Fig. 1: run 1, placed cells, one color a class
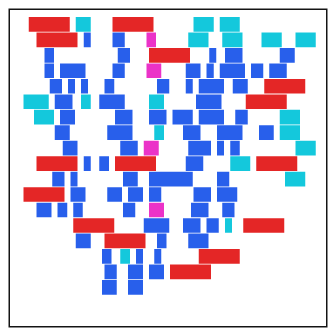
Fig. 2: run 1, clock network drawn from the DEF
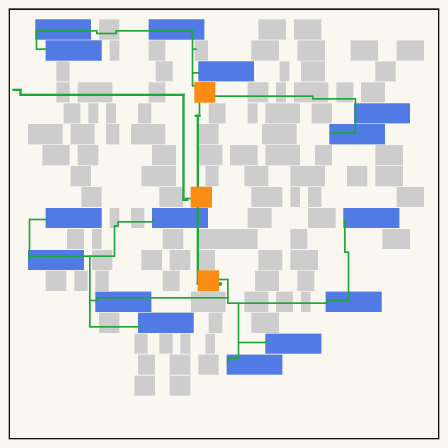
Fig. 3: run 1, routing congestion
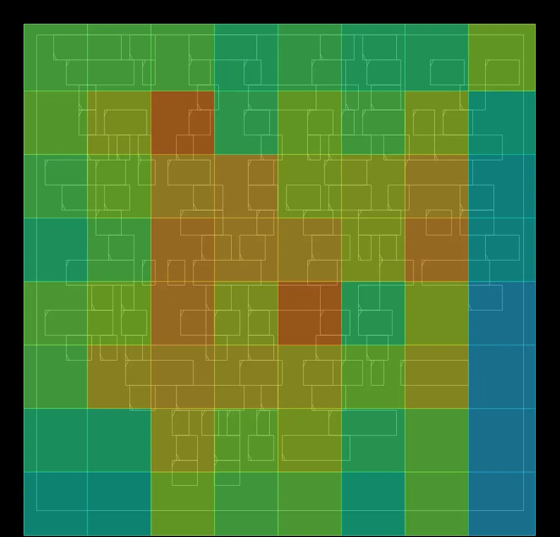
===== src/rtl/mux_scan_pkg.sv =====
// Shared definitions for the mux_scan_n block.
//   clog2_min1  : ceil(log2(n)), never less than 1. Sizes select and dwell-count fields.
//   MODE_MANUAL : mode encoding, the select follows sel_in.
//   MODE_AUTO   : mode encoding, the select is stepped by the dwell scanner.
package mux_scan_pkg;

  localparam logic MODE_MANUAL = 1'b0;
  localparam logic MODE_AUTO   = 1'b1;

  // A one-value counter or a two-way select still needs one bit of storage.
  function automatic int clog2_min1(input int n);
    return (n <= 2) ? 1 : $clog2(n);
  endfunction

endpackage


===== src/rtl/mux_scan_n_if.sv =====
// Bus bundle between the channel sources/controller and mux_scan_n.
// The master drives the controls and the packed channel data. The slave
// (the mux) returns the selected sample and its status flags.
//   en      : scanner enable, used in auto mode only
//   mode    : MODE_MANUAL / MODE_AUTO
//   sel_in  : manual channel select
//   d       : packed channel data, channel k at [k*W +: W]
//   y       : registered selected channel
//   sel_out : current internal select
//   wrap    : one-cycle pulse when the auto scan wraps back to channel 0
//   err     : registered out-of-range flag for the manual select
interface mux_scan_n_if #(
  parameter int N_CH = 4,
  parameter int W    = 1
);

  localparam int SEL_W = mux_scan_pkg::clog2_min1(N_CH);

  logic              en;
  logic              mode;
  logic [SEL_W-1:0]  sel_in;
  logic [N_CH*W-1:0] d;
  logic [W-1:0]      y;
  logic [SEL_W-1:0]  sel_out;
  logic              wrap;
  logic              err;

  modport master (
    output en, mode, sel_in, d,
    input  y, sel_out, wrap, err
  );

  modport slave (
    input  en, mode, sel_in, d,
    output y, sel_out, wrap, err
  );

endinterface


===== src/rtl/mux_scan_n_dwell_counter.sv =====
// Dwell timer for the auto-scan mode.
// Counts enabled cycles from 0 to DWELL-1 and wraps. tick is high in the
// cycle where the count sits at DWELL-1 and en is high. That cycle is the
// last one the scanner spends on the current channel.
//   clk  : clock, rising edge
//   rst  : synchronous active-high reset
//   clr  : synchronous clear, holds the count at 0
//   en   : count enable
//   tick : end-of-dwell strobe (combinational)
module dwell_counter
  import mux_scan_pkg::*;
#(
  parameter int DWELL = 2000
) (
  input  logic clk,
  input  logic rst,
  input  logic clr,
  input  logic en,
  output logic tick
);

  localparam int               CNT_W = clog2_min1(DWELL);
  localparam logic [CNT_W-1:0] LAST  = CNT_W'(DWELL - 1);

  logic [CNT_W-1:0] cnt;

  // With DWELL=1 LAST is 0, so the counter never leaves 0 and tick follows en.
  assign tick = en && (cnt == LAST);

  // NOTE: sequential state uses non-blocking assignments so every register
  // samples the values that existed before this clock edge.
  always_ff @(posedge clk) begin
    if (rst || clr) begin
      cnt <= '0;
    end else if (en) begin
      cnt <= (cnt == LAST) ? '0 : cnt + 1'b1;
    end
  end

endmodule


===== src/rtl/mux_scan_n.sv =====
// Clocked N:1 multiplexer with a registered output and a built-in channel scanner.
// In manual mode the select follows sel_in, and out-of-range values are refused
// and flagged on err. In auto mode the select steps through all channels and
// stays DWELL enabled cycles on each one. wrap pulses on the N_CH-1 -> 0 step.
// The output register samples the selected channel every cycle in both modes.
//   clk : clock, rising edge
//   rst : synchronous active-high reset, overrides every other input
//   bus : mux_scan_n_if slave modport (en, mode, sel_in, d -> y, sel_out, wrap, err)
module mux_scan_n
  import mux_scan_pkg::*;
#(
  parameter int N_CH  = 4,
  parameter int W     = 1,
  parameter int DWELL = 2000
) (
  input  logic          clk,
  input  logic          rst,
  mux_scan_n_if.slave   bus
);

  localparam int               SEL_W   = clog2_min1(N_CH);
  localparam logic [SEL_W-1:0] LAST_CH = SEL_W'(N_CH - 1);

  logic [SEL_W-1:0] sel_cur;
  logic [W-1:0]     y_q;
  logic [W-1:0]     y_nxt;
  logic             wrap_q;
  logic             err_q;
  logic             tick;
  logic             sel_ok;
  logic             cnt_clr;
  logic             cnt_en;

  // The counter stays cleared in manual mode. The first auto edge after a
  // switch from manual therefore starts a fresh dwell on the kept channel.
  assign cnt_clr = (bus.mode == MODE_MANUAL);
  assign cnt_en  = bus.en && (bus.mode == MODE_AUTO);

  // A select can encode values above N_CH-1 when N_CH is not a power of two.
  assign sel_ok  = (int'(bus.sel_in) < N_CH);

  dwell_counter #(
    .DWELL (DWELL)
  ) u_dwell (
    .clk  (clk),
    .rst  (rst),
    .clr  (cnt_clr),
    .en   (cnt_en),
    .tick (tick)
  );

  // NOTE: every always_comb output gets a default first, so a select value
  // that matches no channel cannot leave y_nxt unassigned and infer a latch.
  always_comb begin
    y_nxt = '0;
    for (int k = 0; k < N_CH; k++) begin
      if (sel_cur == SEL_W'(k)) begin
        y_nxt = bus.d[k*W +: W];
      end
    end
  end

  always_ff @(posedge clk) begin
    if (rst) begin
      sel_cur <= '0;
      y_q     <= '0;
      wrap_q  <= 1'b0;
      err_q   <= 1'b0;
    end else begin
      // y uses the select from before this edge, so sel_in -> y takes 2 cycles.
      y_q <= y_nxt;
      if (bus.mode == MODE_MANUAL) begin
        wrap_q <= 1'b0;
        err_q  <= !sel_ok;
        if (sel_ok) begin
          sel_cur <= bus.sel_in;
        end
      end else begin
        err_q  <= 1'b0;
        wrap_q <= tick && (sel_cur == LAST_CH);
        if (tick) begin
          sel_cur <= (sel_cur == LAST_CH) ? '0 : sel_cur + 1'b1;
        end
      end
    end
  end

  assign bus.y       = y_q;
  assign bus.sel_out = sel_cur;
  assign bus.wrap    = wrap_q;
  assign bus.err     = err_q;

endmodule


===== src/flat_wrapper.sv =====
// flat-port wrapper written by rule: the top's interface ports become plain ports
module mux_scan_n_flat import mux_scan_pkg::*;
#(
  parameter int N_CH  = 4,
  parameter int W     = 1,
  parameter int DWELL = 2000
)
  (clk, rst, bus_en, bus_mode, bus_sel_in, bus_d, bus_y, bus_sel_out, bus_wrap, bus_err);
  mux_scan_n_if #(.N_CH(N_CH), .W(W)) bus_i ();
  input  logic clk;
  input  logic rst;
  input wire logic [$bits(bus_i.en)-1:0] bus_en;
  input wire logic [$bits(bus_i.mode)-1:0] bus_mode;
  input wire logic [$bits(bus_i.sel_in)-1:0] bus_sel_in;
  input wire logic [$bits(bus_i.d)-1:0] bus_d;
  output wire logic [$bits(bus_i.y)-1:0] bus_y;
  output wire logic [$bits(bus_i.sel_out)-1:0] bus_sel_out;
  output wire logic [$bits(bus_i.wrap)-1:0] bus_wrap;
  output wire logic [$bits(bus_i.err)-1:0] bus_err;
  assign bus_i.en = bus_en;
  assign bus_i.mode = bus_mode;
  assign bus_i.sel_in = bus_sel_in;
  assign bus_i.d = bus_d;
  assign bus_y = bus_i.y;
  assign bus_sel_out = bus_i.sel_out;
  assign bus_wrap = bus_i.wrap;
  assign bus_err = bus_i.err;
  mux_scan_n #(.N_CH(N_CH), .W(W), .DWELL(DWELL)) u_core (.clk(clk), .rst(rst), .bus(bus_i));
endmodule

===== config.mk =====
export PLATFORM = sky130hd
export DESIGN_NAME = mux_scan_n_flat
export DESIGN_NICKNAME = d
export VERILOG_FILES = /design/src/rtl/mux_scan_pkg.sv /design/src/rtl/mux_scan_n_if.sv /design/src/rtl/mux_scan_n_dwell_counter.sv /design/src/rtl/mux_scan_n.sv /design/src/flat_wrapper.sv
export SDC_FILE = /design/constraint.sdc
export NUM_CORES = 1
export LEC_CHECK = 0
export CAP_MARGIN = 20
export CELL_PAD_IN_SITES_DETAIL_PLACEMENT = 1
export CELL_PAD_IN_SITES_GLOBAL_PLACEMENT = 2
export CORE_UTILIZATION = 31
export DETAILED_ROUTE_END_ITERATION = 8
export GPL_TIMING_DRIVEN = 0
export PLACE_DENSITY = 0.79
export SLEW_MARGIN = 20
export SYNTH_ARGS = -nofsm -noshare
export SYNTH_HDL_FRONTEND = slang
export SYNTH_SLANG_ARGS = --single-unit

===== constraint.sdc =====
create_clock -name clk -period 1.9 [get_ports clk]
set_input_delay 0.38 -clock clk [delete_from_list [all_inputs] [get_ports clk]]
set_output_delay 0.38 -clock clk [all_outputs]
set_load 0.01 [all_outputs]

==> impl_metrics.env, run 1 <==
# flow metrics
export IMPL_post_dp_cell_area_sq_mm=0.001059
export IMPL_crit_chain="clkdlybuf4s50_1 -> nand4_2 -> buf_2 -> or3_2 -> a211oi_1"
export IMPL_cp_slowest_cell="clkdlybuf4s50_1"
export IMPL_grt_overflow=0
export IMPL_synth_seq_share_pct=33.76
export IMPL_area_growth_synth_to_final_pct=24.33
export IMPL_final_cells=145
export IMPL_hpwl_um=1592
export IMPL_clk_pin_slew_ns=0.11
export IMPL_synth_edff_count=0
export IMPL_cts_tree="done"
export IMPL_async_reset_ff_share_pct=0
export IMPL_die_width_um=55.57
export IMPL_grt_pass1_wl_um=3684
export IMPL_cap_viol_max_count=0
export IMPL_drc=0
export IMPL_gp_congestion=0.7397
export IMPL_dp_cells=140
export IMPL_worst_setup_path_start_kind="input port"
export IMPL_hold_viol=0
export IMPL_gr_usage_all_layers_pct=15.06
export IMPL_vdd_ir_drop_worst_mv=0.2692
export IMPL_clock_fmax_ghz=0.5798
export IMPL_outcome="complete, no violations"
export IMPL_fp_nets=111
export IMPL_crit_path_max_fanout=10
export IMPL_cp_end_kind="flop"
Notes on Fig. 1 above:
cyan -> other buffers and delay cells  # cells 19, share of their area 16%
red -> flops  # cells 15, share of their area 28%
blue -> all other logic  # cells 76, share of their area 54%
magenta -> clock drivers and dummy loads  # cells 4, share of their area 2.6%
register share of the cell area: 27.15%
Post-Route Utilization: 40.46%
core footprint: 0.002734 sq mm
FP Rows: 19
post-route cell area: 0.001106 sq mm

Notes on Fig. 2 above:
blue -> flip-flops  # count 15
orange -> cells driving clock nets  # count 3
green -> clock wires  # length 240 um
flops lie = spread over the die
Clock group: 0.000192 W
skew final: 0.01441 ns

Notes on Fig. 3 above:
met3 usage: 2.326%
GR Util met2: 24.78%
M1 GR Usage: 19.56%

## run 1: registers in the layout, indices dropped and copies added (netlist names)
name and flops:
u_core.bus.sel_out 2, u_core.bus.wrap 1, u_core.bus.y 1, u_core.u_dwell.cnt 11
## run 1: area by class of cell
class / instances / area [sq um]
Fill cell: 321 / 1628
Multi-Input combinational cell: 71 / 554.3
Clock inverter: 1 / 5.005
Inverter: 5 / 18.77
Sequential cell: 15 / 300.3
Timing Repair Buffer: 14 / 140.1
Clock buffer: 3 / 22.52
Buffer: 5 / 26.28
Tap cell: 31 / 38.79
## run 1: tightest hold or removal path, stage by stage, from the launching register on
cell and delay, ns:
dfxtp_1 0.34, o31ai_1 0.07, a211oi_1 0.06
## run 1: cells in the mapped netlist (all sizes together) (2+ instances only)
library cell / count
o31ai: 3
inv: 5
a211oi: 8
or3: 3
dfxtp: 15
a31oi: 2
nand2: 4
nor2b: 2
o21ai: 3
o21bai: 2
mux2i: 2
nand3: 3
or2: 2
o41ai: 4
clkbuf: 3
and3b: 3
nor3: 3
nand4: 2
buf: 2
or4: 4
nor4: 4
ha: 5
## run 1: worst paths after layout
path	from	endpoint	slack, ns	depth (start not counted)
worst max register to register	u_core.u_dwell.cnt[0]$_SDFFE_PP0N_	u_core.u_dwell.cnt[4]$_SDFFE_PP0N_	0.19	5
worst min-delay path	u_core.u_dwell.cnt[10]$_SDFFE_PP0N_	u_core.u_dwell.cnt[10]$_SDFFE_PP0N_	0.51	2
worst min register to register	u_core.u_dwell.cnt[10]$_SDFFE_PP0N_	u_core.u_dwell.cnt[10]$_SDFFE_PP0N_	0.51	2
worst max-delay path	bus_mode	u_core.u_dwell.cnt[4]$_SDFFE_PP0N_	0.18	5
## run 1: cells by family (layout without fill, tap and decap cells)
logic type	Yosys count	count (layout)	synth area share [%]
compound gates	23	23	19.27
xor+xnor	1	1	0.9847
fa+ha+maj	5	5	7.032
buf+inv	10	28	4.922
flops	15	15	33.76
mux	2	2	2.250
other cells	1	1	0.4215
simple gates	39	39	31.36
## run 1: through the flow
step	setup TNS, ns	hold slack, ns	total power (W)	worst slack [ns]
after floorplan	0	0.4642	0.0003722	0.2985
after CTS	0	0.5136	0.0006053	0.03963
after detailed placement	-5.824	0.4938	0.0004145	-0.6064
final	0	0.5101	0.0005984	0.1753
after global routing	0	0.5576	0.0006232	0.03315
after global placement	-5.419	0.4861	0.0004123	-0.5591
## run 1: power by group
group	internal (W)	switching, W	total [W]	leakage [nW]
combinational	0.0000448	0.0000343	0.0000791	0.257
clock	0.0000783	0.000114	0.000192	0.0177
sequential	0.000321	0.00000612	0.000327	0.122
total	0.000444	0.000154	0.000598	0.396
## run 1: metal layers
layer | part of all wire (%) | vias to the layer above
li1 | - | 410
met1 | 49 | 404
met2 | 47 | 11
met3 | 2.6 | 5
met4 | 1.6 | 0
met5 | 0 | -
## run 1: what timing repair did
| action | in CTS | in global routing |
|---|---|---|
| setup buffers | 0 | 1 |
| resized | 1 | 3 |
| endpoints found under the setup margin | 9 | 11 |
| pin swaps | 1 | 1 |
| cloned | 0 | 0 |
Fig. 4: run 1, I/O pins on the die edge
Pins as bars across the die edge, other pins in gray.
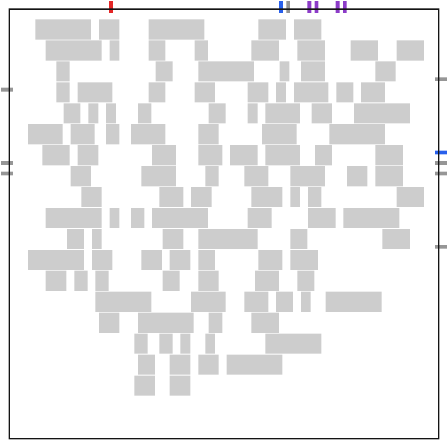

==> run 2, diff against run 1 <==
Settings changed: CORE_ASPECT_RATIO from default to 1.25.
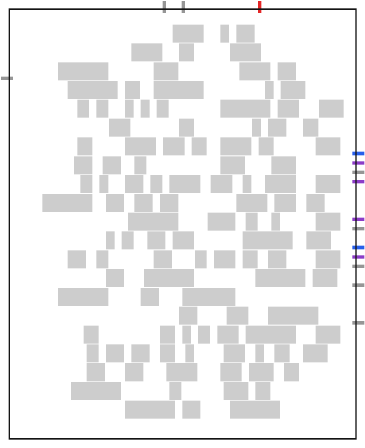
Fig. 5. I/O pins on the die edge (run 2).
Pins as bars across the die edge, other pins in gray.
blue -> `bus_sel_out`  # pins 2, direction output, edge right
red -> `bus_err`  # pins 1, direction output, edge top
purple -> `bus_d`  # pins 4, direction input, edge right
all pins by edge = 11 right, 3 top, 1 left

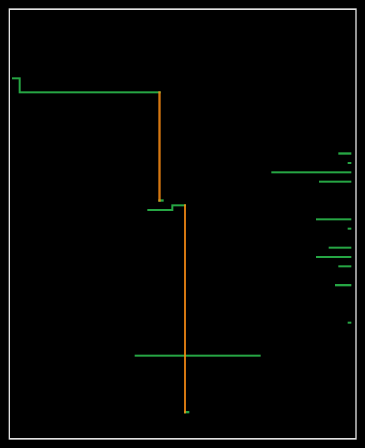
Fig. 6. Signal wires by layer (run 2).
Two of the layers only.
green -> met3  # wire length 81.8 um
orange -> met4  # wire length 45.6 um

==> impl_metrics.env, run 2 <==
# flow metrics
export IMPL_power_switching_w=0.0001532
export IMPL_holdCritStartpoint="u_core.u_dwell.cnt[10]$_SDFFE_PP0N_"
export IMPL_fin_ws_ns=0.1655
export IMPL_outcome="complete, no violations"
export IMPL_worst_setup_path_start_kind="input port"
export IMPL_synth_most_common_cell="dfxtp_1"
export IMPL_clock_fmax_ghz=0.5765
export IMPL_gr_usage_all_layers_pct=16.40
export IMPL_clk_pin_slew_ns=0.10
export IMPL_grt_overflow=0
export IMPL_fp_nets=111
export IMPL_power_frac_seq_pct=54.8
export IMPL_synth_seq_share_pct=33.76
export IMPL_dp_cells=143
export IMPL_hold_viol=0
export IMPL_internal_power_w=0.0004446
export IMPL_area_growth_synth_to_final_pct=24.75
export IMPL_reg2reg_from="u_core.u_dwell.cnt[0]$_SDFFE_PP0N_"
export IMPL_async_reset_ff_share_pct=0
export IMPL_cp_end_kind="flop"
export IMPL_hpwl_um=1696
export IMPL_crit_path_start="bus_mode"
export IMPL_postLayoutCoreUtil_pct=41.01
export IMPL_core_area_sq_mm=0.002706
export IMPL_top_register="u_core.u_dwell.cnt"
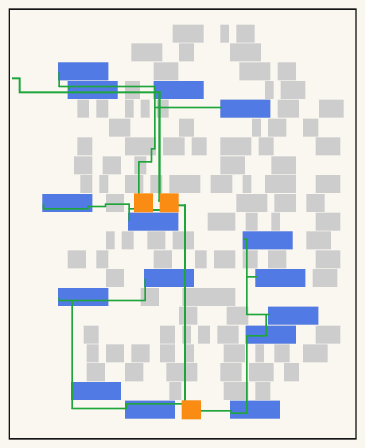
Fig. 7. Clock network drawn from the DEF (run 2).
Clk Latency, worst-skew pair: 0.29 ns
skew final: 0.005428 ns
Clock Power Share: 31.9%
Clock group: 0.000190 W

==> run 2: path summary, 6_finish.rpt <==
| path | end | slack [ns] | depth (start not counted) |
|---|---|---|---|
| worst max-delay path | u_core.u_dwell.cnt[4]$_SDFFE_PP0N_ | 0.17 | 5 |
| worst min-delay path | u_core.u_dwell.cnt[10]$_SDFFE_PP0N_ | 0.51 | 2 |
| worst max register to register | u_core.u_dwell.cnt[4]$_SDFFE_PP0N_ | 0.17 | 5 |
| worst min register to register | u_core.u_dwell.cnt[10]$_SDFFE_PP0N_ | 0.51 | 2 |
==> run 2: area by class of cell <==
class,instances,area (sq um)
plain buffers,5,26.28
clock buffers,3,22.52
clock inverters,1,5.005
fillers,334,1597
inverters,5,18.77
multi-input cells,71,554.3
flip-flops and latches,15,300.3
well taps,34,42.54
repair buffers,14,140.1
==> run 2: metal layers <==
metal  share of wire [%]  track usage [%]  vias to the layer above
li1                    -                -                      408
met1                  43            17.19                      402
met2                  52            32.05                       17
met3                 3.6            3.406                        4
met4                 2.0            6.939                        0
met5                   0                0                        -
==> run 2: cells by family (layout without fill, tap and decap cells) <==
logic type / after synthesis / after routing / share of synthesized area, %
other: 1 / 1 / 0.4215
multiplexers: 2 / 2 / 2.250
XOR/XNOR: 1 / 1 / 0.9847
flip-flops: 15 / 15 / 33.76
AND/OR/NAND/NOR: 39 / 39 / 31.36
AND-OR/OR-AND: 23 / 23 / 19.27
buffers and inverters: 10 / 28 / 4.922
adder cells (fa/ha/maj): 5 / 5 / 7.032
==> run 2: metrics by stage <==
stage	hold slack, ns	instance area, sq um
2_1_floorplan	0.4642	889.6
3_3_place_gp	0.4889	1062
3_5_place_dp	0.5020	1062
4_1_cts	0.5195	1099
5_1_grt	0.5435	1110
6_report	0.5109	1110
==> run 2: worst max-delay path: stages <==
cell and delay, ns:
clkdlybuf4s50_1 0.52, nand4_2 0.16, buf_2 0.23, or3_2 0.43
a211oi_1 0.23
==> run 2: power groups by stage <==
| stage | clock network [W] | logic (W) | registers (W) |
|---|---|---|---|
| 2_1_floorplan | 0 | 0.0000359 | 0.000336 |
| 3_3_place_gp | 0 | 0.0000785 | 0.000335 |
| 3_5_place_dp | 0 | 0.0000809 | 0.000335 |
| 4_1_cts | 0.000197 | 0.0000814 | 0.000328 |
| 5_1_grt | 0.000214 | 0.0000881 | 0.000329 |
| 6_report | 0.000190 | 0.0000799 | 0.000328 |
==> run 2: timing repair <==
action	4_1_cts	5_1_grt
endpoints found under the setup margin	9	9
hold buffers	0	0
hold endpoints to repair	0	0
buffers inserted	0	1
gates resized	1	3
pin swaps	1	1
Power and IR drop assume default switching activity.
